**src/rtl/time_clock_core_pkg.sv**
```systemverilog
// Shared widths, limits, OPER bit layout and field arithmetic for the
// hh:mm:ss clock.
package time_clock_core_pkg;

    localparam int FIELD_W = 6;
    localparam int TIME_W  = 3 * FIELD_W;
    localparam int OPER_W  = TIME_W + 3;
    localparam int BCD_W   = 24;

    localparam logic [FIELD_W-1:0] HOUR_MAX = 6'd23;
    localparam logic [FIELD_W-1:0] MIN_MAX  = 6'd59;
    localparam logic [FIELD_W-1:0] SEC_MAX  = 6'd59;

    localparam int OPER_CLR       = 0;
    localparam int OPER_DEC       = 1;
    localparam int OPER_VALID     = 2;
    localparam int OPER_DELTA_LSB = 3;

    localparam int SEC_LSB  = 0;
    localparam int MIN_LSB  = 6;
    localparam int HOUR_LSB = 12;

    localparam int BTN_W     = 7;
    localparam int BTN_DSEC  = 0;
    localparam int BTN_ISEC  = 1;
    localparam int BTN_DMIN  = 2;
    localparam int BTN_IMIN  = 3;
    localparam int BTN_DHOUR = 4;
    localparam int BTN_IHOUR = 5;
    localparam int BTN_CLR   = 6;

    typedef logic [FIELD_W-1:0] field_t;

    typedef struct packed {
        field_t hour;
        field_t min;
        field_t sec;
    } time_t;

    typedef logic [OPER_W-1:0] oper_t;

    // Manual adjust: wraps inside the field, never touches its neighbours.
    function automatic field_t step_field(input field_t value, input field_t max, input logic dec);
        if (dec)
            return (value == '0) ? max : value - 6'd1;
        return (value >= max) ? '0 : value + 6'd1;
    endfunction

    function automatic time_t tick_advance(input time_t t);
        time_t r;
        r = t;
        if (t.sec >= SEC_MAX) begin
            r.sec = '0;
            if (t.min >= MIN_MAX) begin
                r.min  = '0;
                r.hour = (t.hour >= HOUR_MAX) ? '0 : t.hour + 6'd1;
            end else begin
                r.min = t.min + 6'd1;
            end
        end else begin
            r.sec = t.sec + 6'd1;
        end
        return r;
    endfunction

    function automatic logic [7:0] to_bcd(input field_t value);
        field_t tens;
        field_t ones;
        tens = value / 6'd10;
        ones = value - tens * 6'd10;
        return {tens[3:0], ones[3:0]};
    endfunction

endpackage

```
**src/rtl/time_clock_core_if.sv**
```systemverilog
// Button inputs and time/display outputs of the clock core.
interface time_clock_core_if;
    import time_clock_core_pkg::*;

    logic                ihour;
    logic                dhour;
    logic                imin;
    logic                dmin;
    logic                isec;
    logic                dsec;
    logic                reset_time;
    logic [TIME_W-1:0]   curr_time;
    logic [BCD_W-1:0]    disp_bcd;
    logic                disp_upd;

    modport master (
        output ihour, dhour, imin, dmin, isec, dsec, reset_time,
        input  curr_time, disp_bcd, disp_upd
    );

    modport slave (
        input  ihour, dhour, imin, dmin, isec, dsec, reset_time,
        output curr_time, disp_bcd, disp_upd
    );
endinterface

```
**src/rtl/time_clock_core_input_driver.sv**
```systemverilog
// Button front-end: registers the buttons, detects rising edges and
// encodes the highest-priority edge into a one-cycle OPER pulse.
module tc_input_driver
    import time_clock_core_pkg::*;
(
    input  logic             clk,
    input  logic             rst,
    input  logic [BTN_W-1:0] buttons,
    output oper_t            oper
);

    logic [BTN_W-1:0] btn_reg;
    logic [BTN_W-1:0] btn_prev_reg;
    logic [BTN_W-1:0] rise;
    oper_t            oper_reg;
    oper_t            oper_next;
    time_t            delta;
    logic             valid;
    logic             dec;
    logic             clr;

    assign rise = btn_reg & ~btn_prev_reg;

    // Within a field the increment wins, so DEC is set only when the
    // increment button of that field did not rise.
    always_comb begin
        delta = '0;
        valid = 1'b0;
        dec   = 1'b0;
        clr   = 1'b0;
        if (rise[BTN_CLR]) begin
            clr = 1'b1;
        end else if (rise[BTN_IHOUR] || rise[BTN_DHOUR]) begin
            valid      = 1'b1;
            delta.hour = 6'd1;
            dec        = ~rise[BTN_IHOUR];
        end else if (rise[BTN_IMIN] || rise[BTN_DMIN]) begin
            valid     = 1'b1;
            delta.min = 6'd1;
            dec       = ~rise[BTN_IMIN];
        end else if (rise[BTN_ISEC] || rise[BTN_DSEC]) begin
            valid     = 1'b1;
            delta.sec = 6'd1;
            dec       = ~rise[BTN_ISEC];
        end
        oper_next = {delta, valid, dec, clr};
    end

    always_ff @(posedge clk or posedge rst) begin
        if (rst) begin
            btn_reg      <= '0;
            btn_prev_reg <= '0;
            oper_reg     <= '0;
        end else begin
            btn_reg      <= buttons;
            btn_prev_reg <= btn_reg;
            oper_reg     <= oper_next;
        end
    end

    assign oper = oper_reg;

endmodule

```
**src/rtl/time_clock_core_output_driver.sv**
```systemverilog
// Display register: BCD of the current time plus a strobe on every change.
module tc_output_driver
    import time_clock_core_pkg::*;
(
    input  logic              clk,
    input  logic              rst,
    input  logic [TIME_W-1:0] curr_time,
    output logic [BCD_W-1:0]  disp_bcd,
    output logic              disp_upd
);

    logic [BCD_W-1:0] bcd_next;
    logic [BCD_W-1:0] disp_bcd_reg;
    logic             disp_upd_reg;

    for (genvar gi = 0; gi < 3; gi++) begin : g_digit
        assign bcd_next[gi*8 +: 8] = to_bcd(curr_time[gi*FIELD_W +: FIELD_W]);
    end

    always_ff @(posedge clk or posedge rst) begin
        if (rst) begin
            disp_bcd_reg <= '0;
            disp_upd_reg <= 1'b0;
        end else begin
            disp_bcd_reg <= bcd_next;
            disp_upd_reg <= (bcd_next != disp_bcd_reg);
        end
    end

    assign disp_bcd = disp_bcd_reg;
    assign disp_upd = disp_upd_reg;

endmodule

```
**src/rtl/time_clock_core_time_handler.sv**
```systemverilog
// Time register: applies clear / manual adjust / one-second ticks, with a
// pending tick so a second is never lost to a simultaneous adjust.
module tc_time_handler
    import time_clock_core_pkg::*;
#(
    parameter int TICKS_PER_SEC = 1
) (
    input  logic  clk,
    input  logic  rst,
    input  oper_t oper,
    output time_t curr_time
);

    localparam int CNT_W = (TICKS_PER_SEC > 1) ? $clog2(TICKS_PER_SEC) : 1;
    localparam logic [CNT_W-1:0] CNT_TOP = CNT_W'(TICKS_PER_SEC - 1);

    logic [CNT_W-1:0] cnt_reg;
    logic [CNT_W-1:0] cnt_next;
    logic             pending_reg;
    logic             pending_next;
    time_t            time_reg;
    time_t            time_next;
    time_t            delta;
    logic             tick;
    logic             advance;

    assign delta   = oper[OPER_W-1:OPER_DELTA_LSB];
    assign tick    = (cnt_reg == CNT_TOP);
    assign advance = tick | pending_reg;

    always_comb begin
        cnt_next     = tick ? '0 : cnt_reg + 1'b1;
        pending_next = pending_reg;
        time_next    = time_reg;
        if (oper[OPER_CLR]) begin
            time_next    = '0;
            cnt_next     = '0;
            pending_next = 1'b0;
        end else if (oper[OPER_VALID]) begin
            if (|delta.hour)
                time_next.hour = step_field(time_reg.hour, HOUR_MAX, oper[OPER_DEC]);
            else if (|delta.min)
                time_next.min = step_field(time_reg.min, MIN_MAX, oper[OPER_DEC]);
            else if (|delta.sec)
                time_next.sec = step_field(time_reg.sec, SEC_MAX, oper[OPER_DEC]);
            pending_next = advance;
        end else if (advance) begin
            time_next = tick_advance(time_reg);
            // A fresh tick landing on a pending one keeps one in reserve.
            pending_next = tick & pending_reg;
        end
    end

    always_ff @(posedge clk or posedge rst) begin
        if (rst) begin
            cnt_reg     <= '0;
            pending_reg <= 1'b0;
            time_reg    <= '0;
        end else begin
            cnt_reg     <= cnt_next;
            pending_reg <= pending_next;
            time_reg    <= time_next;
        end
    end

    assign curr_time = time_reg;

endmodule

```
**src/rtl/time_clock_core.sv**
```systemverilog
// hh:mm:ss clock core: button front-end -> time register -> BCD display.
module time_clock_core
    import time_clock_core_pkg::*;
#(
    parameter int TICKS_PER_SEC = 1
) (
    input  logic               clk,
    input  logic               rst,
    time_clock_core_if.slave   bus
);

    logic [BTN_W-1:0] buttons;
    oper_t            oper;
    time_t            curr_time;

    assign buttons = {bus.reset_time, bus.ihour, bus.dhour,
                      bus.imin, bus.dmin, bus.isec, bus.dsec};

    tc_input_driver u_input (
        .clk     (clk),
        .rst     (rst),
        .buttons (buttons),
        .oper    (oper)
    );

    tc_time_handler #(
        .TICKS_PER_SEC (TICKS_PER_SEC)
    ) u_time (
        .clk       (clk),
        .rst       (rst),
        .oper      (oper),
        .curr_time (curr_time)
    );

    tc_output_driver u_output (
        .clk       (clk),
        .rst       (rst),
        .curr_time (curr_time),
        .disp_bcd  (bus.disp_bcd),
        .disp_upd  (bus.disp_upd)
    );

    assign bus.curr_time = curr_time;

endmodule

```
**src/flat_wrapper.sv**
```systemverilog
// flat-port wrapper written by rule: the top's interface ports become plain ports
module time_clock_core_flat import time_clock_core_pkg::*;
#(
    parameter int TICKS_PER_SEC = 1
)
  (clk, rst, bus_ihour, bus_dhour, bus_imin, bus_dmin, bus_isec, bus_dsec, bus_reset_time, bus_curr_time, bus_disp_bcd, bus_disp_upd);
  time_clock_core_if bus_i ();
  input  logic clk;
  input  logic rst;
  input wire logic [$bits(bus_i.ihour)-1:0] bus_ihour;
  input wire logic [$bits(bus_i.dhour)-1:0] bus_dhour;
  input wire logic [$bits(bus_i.imin)-1:0] bus_imin;
  input wire logic [$bits(bus_i.dmin)-1:0] bus_dmin;
  input wire logic [$bits(bus_i.isec)-1:0] bus_isec;
  input wire logic [$bits(bus_i.dsec)-1:0] bus_dsec;
  input wire logic [$bits(bus_i.reset_time)-1:0] bus_reset_time;
  output wire logic [$bits(bus_i.curr_time)-1:0] bus_curr_time;
  output wire logic [$bits(bus_i.disp_bcd)-1:0] bus_disp_bcd;
  output wire logic [$bits(bus_i.disp_upd)-1:0] bus_disp_upd;
  assign bus_i.ihour = bus_ihour;
  assign bus_i.dhour = bus_dhour;
  assign bus_i.imin = bus_imin;
  assign bus_i.dmin = bus_dmin;
  assign bus_i.isec = bus_isec;
  assign bus_i.dsec = bus_dsec;
  assign bus_i.reset_time = bus_reset_time;
  assign bus_curr_time = bus_i.curr_time;
  assign bus_disp_bcd = bus_i.disp_bcd;
  assign bus_disp_upd = bus_i.disp_upd;
  time_clock_core #(.TICKS_PER_SEC(TICKS_PER_SEC)) u_core (.clk(clk), .rst(rst), .bus(bus_i));
endmodule
```
**config.mk**
```make
export PLATFORM = sky130hd
export DESIGN_NAME = time_clock_core_flat
export DESIGN_NICKNAME = d
export VERILOG_FILES = /design/src/rtl/time_clock_core_pkg.sv /design/src/rtl/time_clock_core_if.sv /design/src/rtl/time_clock_core_input_driver.sv /design/src/rtl/time_clock_core_output_driver.sv /design/src/rtl/time_clock_core_time_handler.sv /design/src/rtl/time_clock_core.sv /design/src/flat_wrapper.sv
export SDC_FILE = /design/constraint.sdc
export NUM_CORES = 1
export LEC_CHECK = 0
export CAP_MARGIN = 5
export CELL_PAD_IN_SITES_DETAIL_PLACEMENT = 1
export CELL_PAD_IN_SITES_GLOBAL_PLACEMENT = 1
export CORE_UTILIZATION = 42
export DETAILED_ROUTE_END_ITERATION = 16
export PLACE_DENSITY_LB_ADDON = 0.1
export SETUP_SLACK_MARGIN = 0.1
export SLEW_MARGIN = 20
export SYNTH_ARGS = -nofsm -noshare
export SYNTH_HDL_FRONTEND = slang
export SYNTH_SLANG_ARGS = --single-unit
```
**constraint.sdc**
```tcl
create_clock -name clk -period 5.2 [get_ports clk]
set_input_delay 0.78 -clock clk [delete_from_list [all_inputs] [get_ports clk]]
set_output_delay 0.78 -clock clk [all_outputs]
set_load 0.05 [all_outputs]
```
Fig. 1: signal wires on met1
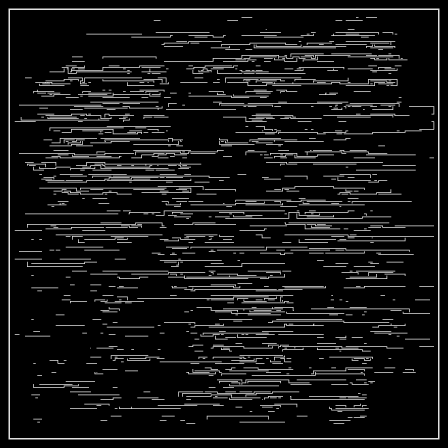
wire length on this layer: 4660 um
longest straight run: 27.1 um
nets with wire on the layer: 401
share of all routed wire: 49%
main direction: horizontal

Fig. 2: signal wires on met2
Bar = 20 um.
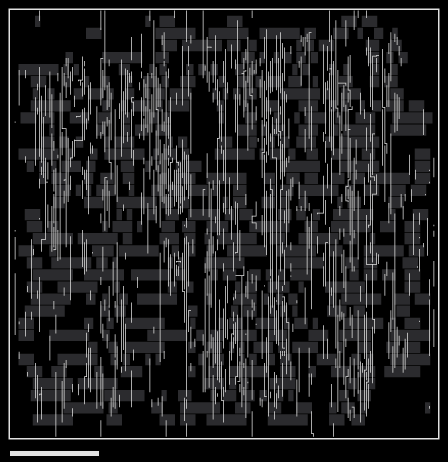
share of all routed wire: 46%
nets with wire on the layer: 398
longest straight run: 38.1 um

==> flow_summary.yaml <==
# physical design summary
status:
  status: "finished clean"
setup_path:
  path_buffers: 2
  cp.required_ns: 5.42
  path_depth: 16
  cp-endpoint: "u_core.u_output.disp_upd"
  cp_top_family: "adder cells"
  slowest_delay_ns: 0.62
  critPathSlowestCell: "dfrtp_1"
  path_cells: "inv_1 > ha_1 > nand3b_1 > a21oi_1 > a211oi_1 > inv_1 > ha_1 > a32o_1 > o221ai_1 > ha_1 > fa_1 > xnor2_1 > nor4_1 > nand3_1 > nor4_1 > nand4_1"
pwr:
  power.total_w: 0.00327
worst_hold_path:
  holdPathStages: 0
  hp-class: "reg -> reg"
clock_tree:
  ctsRootBufferMaster: "clkbuf_8"
  htreeDepth: 3
  ctsResizeCount: 0
  post_cts_buffers: 0
  cts_buffers: 9
cells_and_area:
  fin_area_mm2: 0.00442
  layout_top_cells: "60 x dfrtp_1, 48 x clkdlybuf4s50_1, 32 x nor2_1, 29 x o21ai_0, 26 x inv_1"
place:
  hpwl_um: 6740
  placedCellCount: 528
  dpl-instance-area_mm2: 0.00424
  routabilityCongestion: 0.757
  port_buffers: 48
synth:
  top_cells_by_count: "60 x dfrtp_1, 32 x nor2_1, 29 x o21ai_0, 27 x inv_1, 21 x ha_1"
  ys.flops: 60
  synth-xor-area-share_pct: 7.76
  ys_seq_share_pct: 40.1
  top_logic_kind: "AND-OR/OR-AND gates"
  synth-simple-area-share_pct: 16.8
  yosysTopAreaCell: "dfrtp_1"
  most_common_cell: "dfrtp_1"
  netlist_instances: 394
timing:
  slew_headroom_pct: 43.5
  fmax_mhz: 210
  rsz0062_at_grt: "no"
global_routing:
  grt_pass1_vias: 3063
  grt_pass1_wl_um: 15500
  grt_overflow: 0
route:
  routedWlPerCell_um: 17.4
  viasPerCell: 5.54
  dr.pass1.iters: 4
  route.detailed.drc: 0
die:
  row_count: 34
  die_w_um: 96.4
## where the power goes
group          total [W]  internal (W)  switching [W]  leakage [nW]
logic            0.00200      0.000816        0.00118          1.06
registers       0.000870      0.000604       0.000265         0.749
clock network   0.000401      0.000179       0.000222        0.0868
total            0.00327       0.00160        0.00167          1.90
## layout make-up
cell class | count | area [um2]
timing repair buffer | 51 | 503
clock inverter | 7 | 58.8
clock buffer | 9 | 124
inverter | 27 | 101
fill | 997 | 4250
multi-input combinational | 282 | 2000
sequential | 60 | 1500
tap | 108 | 135
## per-layer routing
metal	track usage (%)	wire, um	share of wire [%]
met3	3.99	271	2.9
met2	36.3	4400	46
met5	0	0	0
met1	30.0	4660	49
met4	7.11	139	1.5
Power figures rest on the tool's default switching activity, not on a simulated workload.
